**config.mk**
```make
export PLATFORM = sky130hd
export DESIGN_NAME = input_debouncer
export DESIGN_NICKNAME = d
export VERILOG_FILES = /design/src/rtl/input_debouncer.sv
export SDC_FILE = /design/constraint.sdc
export NUM_CORES = 1
export LEC_CHECK = 0
export CORE_ASPECT_RATIO = 1.2
export CORE_MARGIN = 2
export CORE_UTILIZATION = 50
export DETAILED_ROUTE_END_ITERATION = 12
export PLACE_DENSITY = 0.77
export SYNTH_ARGS = -nofsm -noshare
export SYNTH_HDL_FRONTEND = slang
export SYNTH_SLANG_ARGS = --single-unit
export TNS_END_PERCENT = 100
```
**constraint.sdc**
```tcl
create_clock -name clk -period 3.3 [get_ports clk]
set_input_delay 0.33 -clock clk [delete_from_list [all_inputs] [get_ports clk]]
set_output_delay 0.33 -clock clk [all_outputs]
set_load 0.05 [all_outputs]
```
**src/rtl/input_debouncer.sv**
```systemverilog
// ---------------------------------------------------------------------------
// input_debouncer
//
// Filters contact bounce and short glitches on a single-bit input that has
// already been brought into the clk domain by a two-flop synchronizer.
// The filtered level only changes after the input has held the opposite
// value for STABLE_CYCLES consecutive clock edges. A one-cycle rise or fall
// pulse marks each level change. Every check that is abandoned before it
// completes is counted in a saturating debug counter.
//
// All outputs come straight from flops, so there is no combinational path
// from bit_in to any output.
// ---------------------------------------------------------------------------
module input_debouncer #(
  parameter int unsigned STABLE_CYCLES = 16,   // 1..65535
  parameter bit          RESET_LEVEL   = 1'b0, // level after reset
  parameter int unsigned GLITCH_WIDTH  = 8     // glitch counter width
) (
  input  logic                    clk,
  input  logic                    reset_n,
  input  logic                    bit_in,
  output logic                    level,
  output logic                    rise,
  output logic                    fall,
  output logic [GLITCH_WIDTH-1:0] glitch_count,
  input  logic                    glitch_clear
);

  // Counter wide enough to hold STABLE_CYCLES itself.
  localparam int unsigned CNT_W = $clog2(STABLE_CYCLES + 1);

  // A check completes on the edge where counter + 1 == STABLE_CYCLES,
  // i.e. while the registered counter still holds STABLE_CYCLES - 1.
  localparam logic [CNT_W-1:0] CNT_LAST = CNT_W'(STABLE_CYCLES - 1);

  localparam logic [GLITCH_WIDTH-1:0] GLITCH_MAX = '1;

  // STABLE_* : level is settled and bit_in agrees with it.
  // CHECK_*  : bit_in disagrees with level and is being timed.
  typedef enum logic [1:0] {
    STABLE_LOW  = 2'd0,
    CHECK_HIGH  = 2'd1,
    STABLE_HIGH = 2'd2,
    CHECK_LOW   = 2'd3
  } state_e;

  localparam state_e RESET_STATE = RESET_LEVEL ? STABLE_HIGH : STABLE_LOW;

  state_e                  state_q, state_d;
  logic [CNT_W-1:0]        cnt_q, cnt_d;
  logic                    level_q, level_d;
  logic                    rise_q, rise_d;
  logic                    fall_q, fall_d;
  logic [GLITCH_WIDTH-1:0] glitch_q, glitch_d;
  logic                    glitch_hit;

  // State register: FSM, check counter, registered outputs and glitch count.
  always_ff @(posedge clk or negedge reset_n) begin
    if (!reset_n) begin
      state_q  <= RESET_STATE;
      cnt_q    <= '0;
      level_q  <= RESET_LEVEL;
      rise_q   <= 1'b0;
      fall_q   <= 1'b0;
      glitch_q <= '0;
    end else begin
      // NOTE: non-blocking assignments here so every flop samples the values
      // computed before this edge, independent of statement order.
      state_q  <= state_d;
      cnt_q    <= cnt_d;
      level_q  <= level_d;
      rise_q   <= rise_d;
      fall_q   <= fall_d;
      glitch_q <= glitch_d;
    end
  end

  // Next-state logic: time disagreement between bit_in and level.
  always_comb begin
    // NOTE: every signal gets a default before the case so no path leaves a
    // value unassigned, which would otherwise infer a latch.
    state_d    = state_q;
    cnt_d      = '0;
    level_d    = level_q;
    rise_d     = 1'b0;
    fall_d     = 1'b0;
    glitch_hit = 1'b0;

    unique case (state_q)
      STABLE_LOW: begin
        if (bit_in) begin
          if (STABLE_CYCLES == 1) begin
            state_d = STABLE_HIGH;
            level_d = 1'b1;
            rise_d  = 1'b1;
          end else begin
            state_d = CHECK_HIGH;
            cnt_d   = CNT_W'(1);
          end
        end
      end

      CHECK_HIGH: begin
        if (bit_in) begin
          if (cnt_q == CNT_LAST) begin
            state_d = STABLE_HIGH;
            level_d = 1'b1;
            rise_d  = 1'b1;
          end else begin
            cnt_d = cnt_q + CNT_W'(1);
          end
        end else begin
          // Input fell back before the check completed.
          state_d    = STABLE_LOW;
          glitch_hit = 1'b1;
        end
      end

      STABLE_HIGH: begin
        if (!bit_in) begin
          if (STABLE_CYCLES == 1) begin
            state_d = STABLE_LOW;
            level_d = 1'b0;
            fall_d  = 1'b1;
          end else begin
            state_d = CHECK_LOW;
            cnt_d   = CNT_W'(1);
          end
        end
      end

      CHECK_LOW: begin
        if (!bit_in) begin
          if (cnt_q == CNT_LAST) begin
            state_d = STABLE_LOW;
            level_d = 1'b0;
            fall_d  = 1'b1;
          end else begin
            cnt_d = cnt_q + CNT_W'(1);
          end
        end else begin
          // Input returned high before the check completed.
          state_d    = STABLE_HIGH;
          glitch_hit = 1'b1;
        end
      end

      default: begin
        state_d = RESET_STATE;
        level_d = RESET_LEVEL;
      end
    endcase
  end

  // Glitch counter update: clear wins over increment; saturates at all-ones.
  always_comb begin
    glitch_d = glitch_q;
    if (glitch_clear) begin
      glitch_d = '0;
    end else if (glitch_hit && (glitch_q != GLITCH_MAX)) begin
      glitch_d = glitch_q + GLITCH_WIDTH'(1);
    end
  end

  // Output logic: ports are driven directly from their flops.
  always_comb begin
    level        = level_q;
    rise         = rise_q;
    fall         = fall_q;
    glitch_count = glitch_q;
  end

endmodule

```
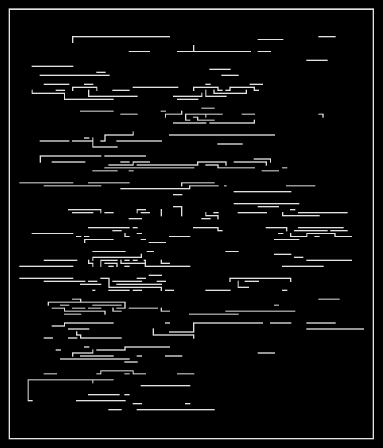
*Met1 routing, run 1*
nets with wire on the layer = 88
longest straight run = 12.0 um

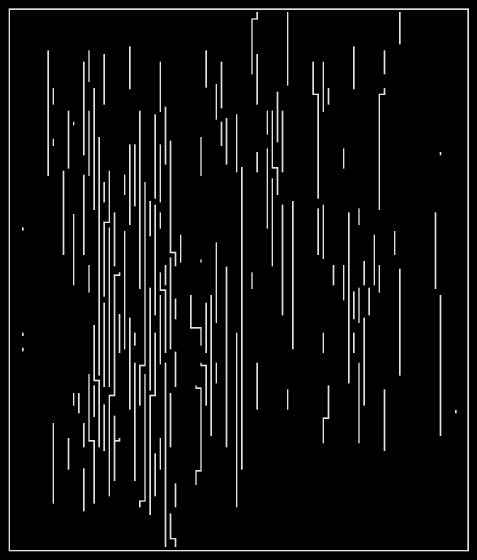
*M2 wires, run 1*
nets with wire on the layer = 89
wire length on this layer = 811 um
longest straight run = 27.2 um

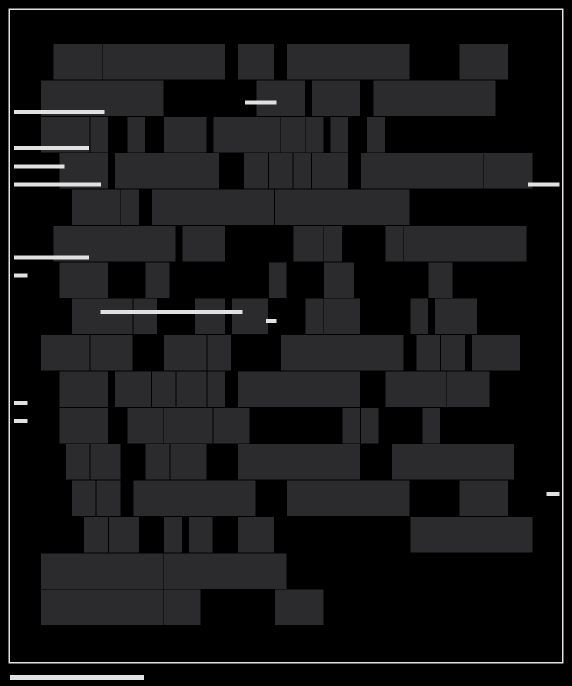
*Signal wires on met3, run 1*
Bar = 10 um.
longest straight run = 10.3 um
nets with wire on the layer = 11
wire length on this layer = 44.2 um
main direction = horizontal

==> results.toml, run 1 <==
# flow metrics
[clocking]
htree_levels = 1
clk_root_buffer_cell = "sky130_fd_sc_hd__clkbuf_4"
cts-resized-gates = 0
cts-hold-fix-buffers = 0
clkLatencyLatePin_ns = 0.29

[cells_and_area]
num-nets-final = 101
area.growth.synth_to_final_pct = 23.4
instances_no_fill = 112
antenna_cells_inserted = 0

[timing]
worst_pin_slew_ns = 0.788
least_setup_slack_across_all_paths_after_layout_ns = 1.37
clock-skew-final_ns = 0.00411
period_needed_ns = 1.93

[synthesis]
edf_count = 0
synthDistinctLibCells = 27
post_synth_top_flop = "sky130_fd_sc_hd__dfrtp_1"
floorplan.nets = 83
mappedNetlistArea_sq_um = 835
synth_async_sr_flop_share = 1.00
ys_area_sq_um = 835

[hold_path]
class_of_the_tightest_hold_or_removal_check = "in2async"

[setup_path]
worst_r2r_startpoint = "glitch_count[0]"
worstPathArrival_ns = 1.60
timing.critical_path.required_ns = 2.97
critical_path.max_fanout = 6
worstSetupEndpointType = "output pin"

[place]
placement.setup.worst_slack_ns = 1.30
place.gp.congestion = 0.672
placement.cell_area_sq_um = 993
detailed_place_hpwl_mm = 1.13
place.detailed.instances = 108

[global_routing]
number_of_global_route_vias_before_repair = 658
grt_start_max_net_pins = 19
wire_length_of_the_first_global_routing_pass_mm = 2.66
grt_remaining_overflow = 0
groute.usage.overall = 0.192

[routing]
first_iter_violations = 3
routed_wire_length_per_instance_um = 13.6
route.final.wire_length_mm = 1.52

[run]
timing.max_cap.violations = 0
tool_warnings = 26

[floorplan]
rows = 16
die_h_um = 48.8

[status]
status = "completed"

[power]
static_leak_nw = 0.431
-- run 1: synthesized netlist by cell type, types with 2 or more instances --
| library cell | number |
|---|---|
| sky130_fd_sc_hd__nor3_1 | 2 |
| sky130_fd_sc_hd__ha_1 | 2 |
| sky130_fd_sc_hd__nor2_1 | 9 |
| sky130_fd_sc_hd__inv_1 | 2 |
| sky130_fd_sc_hd__xor2_1 | 3 |
| sky130_fd_sc_hd__a21oi_1 | 6 |
| sky130_fd_sc_hd__nand3_1 | 5 |
| sky130_fd_sc_hd__nand4_1 | 2 |
| sky130_fd_sc_hd__nand2_1 | 6 |
| sky130_fd_sc_hd__o21ai_0 | 3 |
| sky130_fd_sc_hd__or4_1 | 2 |
| sky130_fd_sc_hd__dfrtp_1 | 18 |
| sky130_fd_sc_hd__or3_1 | 2 |
| sky130_fd_sc_hd__o31ai_1 | 2 |
-- run 1: worst paths after layout --
check	end	slack [ns]
worst max-delay path	glitch_count[2]	1.37
worst min-delay path	glitch_count[0]	0.49
worst max register to register	glitch_count[7]	1.64
worst min register to register	cnt_q[4]	0.52
max in group asynchronous	cnt_q[0]	2.33
min in group clk	cnt_q[4]	0.52
-- run 1: state kept, by name, indices dropped and copies added, names as in the netlist, named ones only --
| name | cells |
|---|---|
| level | 1 |
| cnt_q | 5 |
| state_q | 1 |
| rise | 1 |
| glitch_count | 8 |
| fall | 1 |
-- run 1: layer usage --
metal / track usage / vias to the layer above / share of wire
li1: - / 312 / -
met3: 0.0275 / 4 / 0.029
met2: 0.315 / 12 / 0.53
met5: 0 / - / 0
met4: 0.113 / 0 / 0.020
met1: 0.218 / 316 / 0.42
-- run 1: final cells by class --
| cell class | count | area [sq um] |
|---|---|---|
| flip-flops and latches | 18 | 450 |
| clock buffers | 4 | 36.3 |
| multi-input cells | 56 | 373 |
| fillers | 148 | 572 |
| well taps | 18 | 22.5 |
| inverters | 2 | 7.51 |
| repair buffers | 14 | 140 |
-- run 1: where the power goes --
part / leakage [nW] / total (mW) / switching [mW] / internal (mW)
Clock: 0.0210 / 0.134 / 0.0669 / 0.0673
Combinational: 0.169 / 0.0323 / 0.0201 / 0.0123
Sequential: 0.241 / 0.229 / 0.00439 / 0.224
Total: 0.431 / 0.395 / 0.0914 / 0.304
-- run 1: cell families (layout without fill, tap and decap cells) --
group	Yosys count	after routing	share of synthesized area
compound gates	15	15	0.126
buf+inv	3	20	0.0135
fa+ha+maj	2	2	0.0300
mux	1	1	0.0120
simple gates	33	33	0.204
xor+xnor	5	5	0.0750
flops	18	18	0.540
-- run 1: placed cells by master, fill, tap and decap left out, drive strengths merged --
cell type and count:
mux2i 1, a21oi 6, o211ai 1, xor2 3, o31ai 2, or4 2
and4 1, nor3 2, xnor2 2, clkbuf 4, and2 1, nor2 9
inv 2, or3 2, nand4 2, o21ai 3, and4b 1, a211oi 1
nand3 5, dfrtp 18, nand2b 1, clkdlybuf4s50 14, o2111ai 1, o21a 1
nor3b 1, ha 2, nand2 6
## Run 2: what changed since run 1
--- a/config.mk
+++ b/config.mk
@@ -7,9 +7,9 @@
 export LEC_CHECK = 0
 export CORE_ASPECT_RATIO = 1.2
 export CORE_MARGIN = 2
-export CORE_UTILIZATION = 50
+export CORE_UTILIZATION = 49
 export DETAILED_ROUTE_END_ITERATION = 12
-export PLACE_DENSITY = 0.77
+export PLACE_DENSITY = 0.75
 export SYNTH_ARGS = -nofsm -noshare
 export SYNTH_HDL_FRONTEND = slang
 export SYNTH_SLANG_ARGS = --single-unit
==> constraint.sdc (replaced) <==
create_clock -name clk -period 1.8 [get_ports clk]
set_input_delay 0.18 -clock clk [delete_from_list [all_inputs] [get_ports clk]]
set_output_delay 0.18 -clock clk [all_outputs]
set_load 0.05 [all_outputs]
==> run 2 against run 1 <==
Combinational power rose by 98%. Largest cell class unchanged. Non-clock buffer count rose by 3. Hold slack got worse by 0.28 ns.
==> results.toml, run 2 <==
# flow metrics
[synthesis]
post_synth_and_or_nand_nor_area_fraction = 0.204
largest_area_cell = "sky130_fd_sc_hd__dfrtp_1"
logic_family = "simple AND/OR/NAND/NOR gates"
ys_area_sq_um = 835
mappedNetlistArea_sq_um = 835
synthMuxAreaShare = 0.0120
ys_seq_frac = 0.540
synthDistinctLibCells = 27
xor_xnor_share = 0.0750
adder_share = 0.0300
yosysWarnings = 0
post_synth_top_flop = "sky130_fd_sc_hd__dfrtp_1"
synthMostInstantiatedCell = "sky130_fd_sc_hd__dfrtp_1"
edf_count = 0
floorplan.nets = 83
synthAoiAreaFrac = 0.126
synth.top_cells.by_count = "sky130_fd_sc_hd__dfrtp_1, sky130_fd_sc_hd__nor2_1, sky130_fd_sc_hd__a21oi_1, sky130_fd_sc_hd__nand2_1, sky130_fd_sc_hd__nand3_1"
synth_cells = 77
post-synth-top-area-fraction = 0.540
synth_async_sr_flop_share = 1.00

[clocking]
cts-resized-gates = 0
clkLatencyLatePin_ns = 0.29
clock_buffer_count_from_cts = 3
clk_root_buffer_cell = "sky130_fd_sc_hd__clkbuf_4"
cts_setup_buffers = 0
cts-hold-fix-buffers = 0
numClockSinks = 18
htree_levels = 1
clock_tree_from_tritoncts = "yes"

[cells_and_area]
layout.cells.most_common_list = "sky130_fd_sc_hd__dfrtp_1, sky130_fd_sc_hd__clkdlybuf4s50_1, sky130_fd_sc_hd__nor2_1"
largest_register_ff_count = 8
layout_top_cell_excl_fill_tap = "sky130_fd_sc_hd__dfrtp_1"
area.growth.synth_to_final_pct = 26.7
num-nets-final = 104
antenna_cells_inserted = 0

[setup_path]
max_stage_delay_cell_worst_path = "sky130_fd_sc_hd__clkdlybuf4s50_1"
critical_path.max_fanout = 6
worstPathArrival_ns = 1.57
timing.critical_path.required_ns = 1.62
worstSetupEndpointType = "output pin"
cp_top_family = "buffers and inverters"
crit_path_max_incr_delay_ns = 0.83

[place]
detailed_place_hpwl_mm = 1.14
placement.setup.worst_slack_ns = 0.0528
placement.cell_area_sq_mm = 0.00102
io_buffer_count = 14
place.gp.congestion = 0.842

[global_routing]
grt_antenna_before_repair = 0
number_of_global_route_vias_before_repair = 659
grt_remaining_overflow = 0
grt.busiest_layer = "met2"
grt_start_max_net_pins = 19
wire_length_of_the_first_global_routing_pass_mm = 2.78
groute.layer.met3.usage = 0.0222

[timing]
timing.final.setup_violations = 0
timing.hold.ws_ns = 0.203
period_needed_ns = 1.75
finalHoldViolCount = 0
worst_pin_slew_ns = 0.505
clock-skew-final_ns = 0.00502
least_setup_slack_across_all_paths_after_layout_ns = 0.0520
unrepaired_setup_endpoints_after_global_routing = "false"

[floorplan]
ioPinCount = 15
rows = 16
die_h_um = 49.2
core_area_sq_mm = 0.00162

[power]
static_leak_nw = 0.483
p_total_mw = 0.733
power_density_mw_per_mm2 = 693

[hold_path]
class_of_the_tightest_hold_or_removal_check = "in2async"

[routing]
route.detailed.vias_per_inst = 5.69
first_iter_violations = 14
drt.antenna.violating_nets = 0

[status]
status = "completed"

[run]
timing.max_cap.violations = 0
tool_warnings = 26
[run 2: cell counts after synthesis]
No cell type changed its count.
[run 2: final cells by class]
class | instances | area, sq um
inverter | 2 | 7.51
timing repair buffer | 17 | 168
fill | 135 | 564
multi-input combinational | 56 | 373
tap | 18 | 22.5
sequential | 18 | 450
clock buffer | 4 | 36.3
[run 2: worst paths after layout]
| check | from | to | slack, ns | cells past startpoint |
|---|---|---|---|---|
| setup / recovery | glitch_count[4] | glitch_count[4] | 0.05 | 1 |
| hold / removal | reset_n | glitch_count[1] | 0.20 | 2 |
| setup reg to reg | glitch_count[0] | glitch_count[5] | 0.18 | 5 |
| hold reg to reg | cnt_q[4] | cnt_q[4] | 0.52 | 2 |
| max in group asynchronous | reset_n | cnt_q[3] | 1.40 | 2 |
| min in group clk | cnt_q[4] | cnt_q[4] | 0.52 | 2 |
[run 2: metrics by stage]
stage	util	instances
2_1_floorplan	-	77
3_3_place_gp	0.627	111
3_5_place_dp	0.627	111
4_1_cts	0.649	115
5_1_grt	0.652	115
6_report	0.652	115
[run 2: metal layers]
layer  share of wire  routed length [um]
met4           0.013                  21
met1            0.47                 729
met3           0.024                  37
met2            0.49                 769
met5               0                   0
[run 2: cell families (layout without fill, tap and decap cells)]
group,count (synthesis),after routing
muxes,1,1
AOI/OAI and AO/OA,15,15
and+or+nand+nor,33,33
xor gates and xnor gates,5,5
adders and majority gates,2,2
buffers and inverters,3,23
DFF,18,18
[run 2: report_power, final]
part | total, mW | switching [mW] | internal, mW | leakage (nW)
logic | 0.0641 | 0.0375 | 0.0266 | 0.221
registers | 0.419 | 0.00848 | 0.411 | 0.241
clock network | 0.249 | 0.126 | 0.123 | 0.0210
total | 0.733 | 0.172 | 0.561 | 0.483
[run 2: worst reg2reg max path, stage by stage (launching register included)]
cell	delay, ns
sky130_fd_sc_hd__dfrtp_1	0.44
sky130_fd_sc_hd__ha_1	0.26
sky130_fd_sc_hd__nand3_1	0.16
sky130_fd_sc_hd__o211ai_4	0.12
sky130_fd_sc_hd__or4_1	0.42
sky130_fd_sc_hd__a21oi_1	0.15
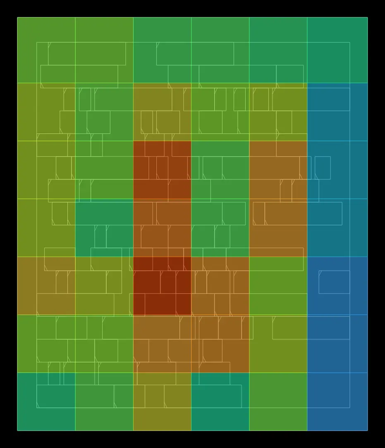
*Routing congestion, run 2*
GR Util met1: 0.223
overall routing resource usage: 0.175
final cell utilization of the core: 0.652
Routed WL per cell: 13.5 um

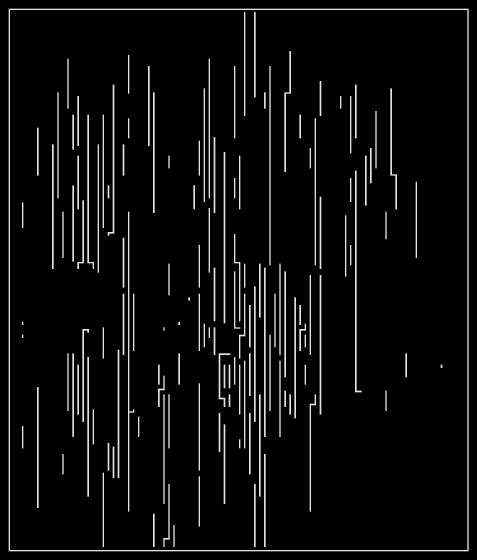
*M2 wires, run 2*
overall via count from detail_route: 654
global-route met2 utilization: 0.286
Post-Route WL: 1.56 mm

## Run 3: what changed since run 2
--- a/config.mk
+++ b/config.mk
@@ -7,9 +7,10 @@
 export LEC_CHECK = 0
 export CORE_ASPECT_RATIO = 1.2
 export CORE_MARGIN = 2
-export CORE_UTILIZATION = 49
+export CORE_UTILIZATION = 50
+export CTS_BUF_LIST = sky130_fd_sc_hd__clkbuf_4 sky130_fd_sc_hd__clkbuf_8
 export DETAILED_ROUTE_END_ITERATION = 12
-export PLACE_DENSITY = 0.75
+export PLACE_DENSITY = 0.77
 export SYNTH_ARGS = -nofsm -noshare
 export SYNTH_HDL_FRONTEND = slang
 export SYNTH_SLANG_ARGS = --single-unit
==> run 3 against run 2 <==
Combinational power is essentially flat. Synthesized cell count unchanged. Clock-buffer cell count unchanged. Setup slack better by 0.0023 ns. Critical path depth stayed put. Hold slack got worse by 0.0051 ns. Core utilization increased by 0.50 points. Cell count did not move. Largest cell class unchanged.
==> results.toml, run 3 <==
# flow metrics
[routing]
routed_wire_length_per_instance_um = 13.7
drt.antenna.violating_nets = 0
first_iter_violations = 10
route.detailed.vias_per_inst = 5.66

[timing]
maxSlewHeadroom = 0.665
finalHoldViolCount = 0
timing.fmax_ghz = 0.573
period_needed_ns = 1.75
worst_pin_slew_ns = 0.502
clock-skew-final_ns = 0.00656
unrepaired_setup_endpoints_after_global_routing = "false"
timing.final.setup_violations = 0

[clocking]
cts-resized-gates = 0
cts_setup_buffers = 0
cts.path.max_buffers = 2
clock_buffer_count_from_cts = 3
clkLatencyLatePin_ns = 0.30
htree_levels = 1
cts-hold-fix-buffers = 0
numClockSinks = 18
clk_root_buffer_cell = "sky130_fd_sc_hd__clkbuf_4"
clock_tree_from_tritoncts = "yes"

[setup_path]
crit_path_max_incr_delay_ns = 0.83
worstSetupEndpointType = "output pin"
worst_setup_path_start_kind = "flip-flop"
worstReg2RegEnd = "glitch_count[5]"
worst_r2r_startpoint = "glitch_count[0]"
cp_top_family = "buffers and inverters"
critPathLaunch = "glitch_count[7]"
worstPathBufferInverterCount = 1
worstPathArrival_ns = 1.57
critical_path_cell_count = 1
worst_r2r_path_depth = 5
endpoint = "glitch_count[7]"
r2r_setup_slack_ns = 0.15
max_stage_delay_cell_worst_path = "sky130_fd_sc_hd__clkdlybuf4s50_1"
timing.critical_path.required_ns = 1.62
critical_path.max_fanout = 5

[synthesis]
synthesis.area_per_instance_sq_um = 10.8
synthDistinctLibCells = 27
synth_async_sr_flop_share = 1.00
post-synth-top-area-fraction = 0.540
ys_seq_frac = 0.540
floorplan.nets = 83
largest_area_cell = "sky130_fd_sc_hd__dfrtp_1"
yosysWarnings = 0
synth.top_cells.by_count = "sky130_fd_sc_hd__dfrtp_1, sky130_fd_sc_hd__nor2_1, sky130_fd_sc_hd__a21oi_1, sky130_fd_sc_hd__nand2_1, sky130_fd_sc_hd__nand3_1"
edf_count = 0
mappedNetlistArea_sq_um = 835
ys_area_sq_um = 835
synth_cells = 77
synthMostInstantiatedCell = "sky130_fd_sc_hd__dfrtp_1"
post_synth_top_flop = "sky130_fd_sc_hd__dfrtp_1"

[floorplan]
die_h_um = 48.8
core_area_sq_mm = 0.00160
fp_util = 0.521
ioPinCount = 15
rows = 16
die_area_sq_mm = 0.00201

[run]
timing.max_cap.violations = 0
tool_warnings = 26

[cells_and_area]
largest_register_ff_count = 8
instances_no_fill = 115
fillers = 147
area.growth.synth_to_final_pct = 26.1
antenna_cells_inserted = 0
layout_top_cell_excl_fill_tap = "sky130_fd_sc_hd__dfrtp_1"
layout.cells.most_common_list = "sky130_fd_sc_hd__dfrtp_1, sky130_fd_sc_hd__clkdlybuf4s50_1, sky130_fd_sc_hd__nor2_1"
num-nets-final = 104

[hold_path]
class_of_the_tightest_hold_or_removal_check = "in2async"

[global_routing]
number_of_global_route_vias_before_repair = 648
grt_start_max_net_pins = 19
grt_remaining_overflow = 0
grt_antenna_before_repair = 0
wire_length_of_the_first_global_routing_pass_mm = 2.69
groute.usage.overall = 0.192

[power]
p_total_mw = 0.734
static_leak_nw = 0.466
power_density_mw_per_mm2 = 697

[place]
place.gp.congestion = 0.706
io_buffer_count = 14
detailed_place_hpwl_mm = 1.15
place.detailed.instances = 111

[status]
status = "completed"
run 3: final cells by class:
| type | instances | area [sq um] | share of cell area |
|---|---|---|---|
| clock buffer | 4 | 36.3 | 0.0345 |
| inverter | 2 | 7.51 | 0.00713 |
| multi-input combinational | 56 | 373 | 0.354 |
| sequential | 18 | 450 | 0.428 |
| tap | 18 | 22.5 | 0.0214 |
| timing repair buffer | 17 | 163 | 0.155 |
run 3: cell families (layout without fill, tap and decap cells):
logic type / count (synthesis) / after routing / share of synthesized area
AND/OR/NAND/NOR: 33 / 33 / 0.204
flip-flops: 18 / 18 / 0.540
AND-OR/OR-AND: 15 / 15 / 0.126
XOR/XNOR: 5 / 5 / 0.0750
buffers and inverters: 3 / 23 / 0.0135
adder cells (fa/ha/maj): 2 / 2 / 0.0300
multiplexers: 1 / 1 / 0.0120
run 3: per-stage QoR:
stage / utilization / hold slack, ns / setup WS [ns] / instance area, sq um
after detailed placement: 0.633 / 0.498 / 0.0402 / 1010
after global routing: 0.657 / 0.225 / 0.00983 / 1050
final: 0.657 / 0.198 / 0.0543 / 1050
after CTS: 0.655 / 0.208 / 0.0410 / 1050
after floorplan: - / -0.116 / 0.0181 / 835
after global placement: 0.633 / 0.492 / 0.0870 / 1010
run 3: per-layer routing:
metal	part of all wire	wire [um]	vias up	track usage
li1	-	-	318	-
met1	0.46	726	309	0.254
met2	0.47	745	19	0.292
met3	0.032	51	5	0.0275
met4	0.030	47	0	0.0968
met5	0	0	-	0
run 3: worst min-delay path by stage:
stage,startpoint,end,slack (ns),cells past startpoint
after floorplan,reset_n,asynchronous set/reset pin,-0.12,0
after global placement,cnt_q[4],cnt_q[4],0.49,2
after detailed placement,cnt_q[4],cnt_q[4],0.50,2
after CTS,reset_n,glitch_count[7],0.21,2
after global routing,reset_n,cnt_q[0],0.23,2
final,reset_n,state_q[0],0.20,2
run 3: power by group:
part           total [mW]  leakage [nW]  switching, mW  internal, mW
clock               0.250        0.0210          0.127         0.123
sequential          0.420         0.241        0.00888         0.411
combinational      0.0640         0.204         0.0373        0.0267
total               0.734         0.466          0.173         0.561
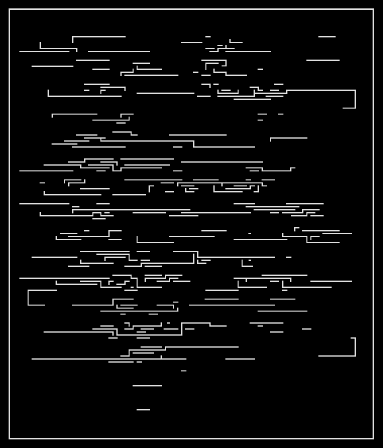
*Met1 routing, run 3*
share of all routed wire = 46%
wire length on this layer = 727 um

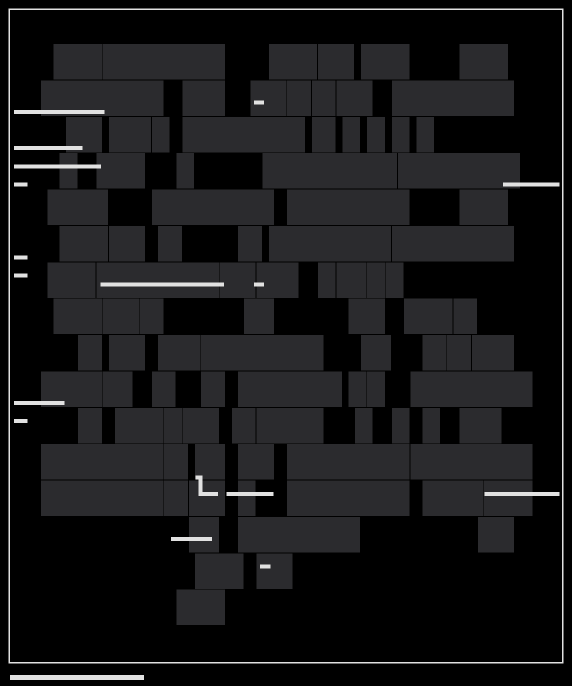
*Signal wires on met3, run 3*
Bar = 10 um.
GRT met3 Usage: 0.0275
overall via count from detail_route: 651
Post-Route WL: 1.57 mm

Power is estimated from default activity; no workload was simulated.
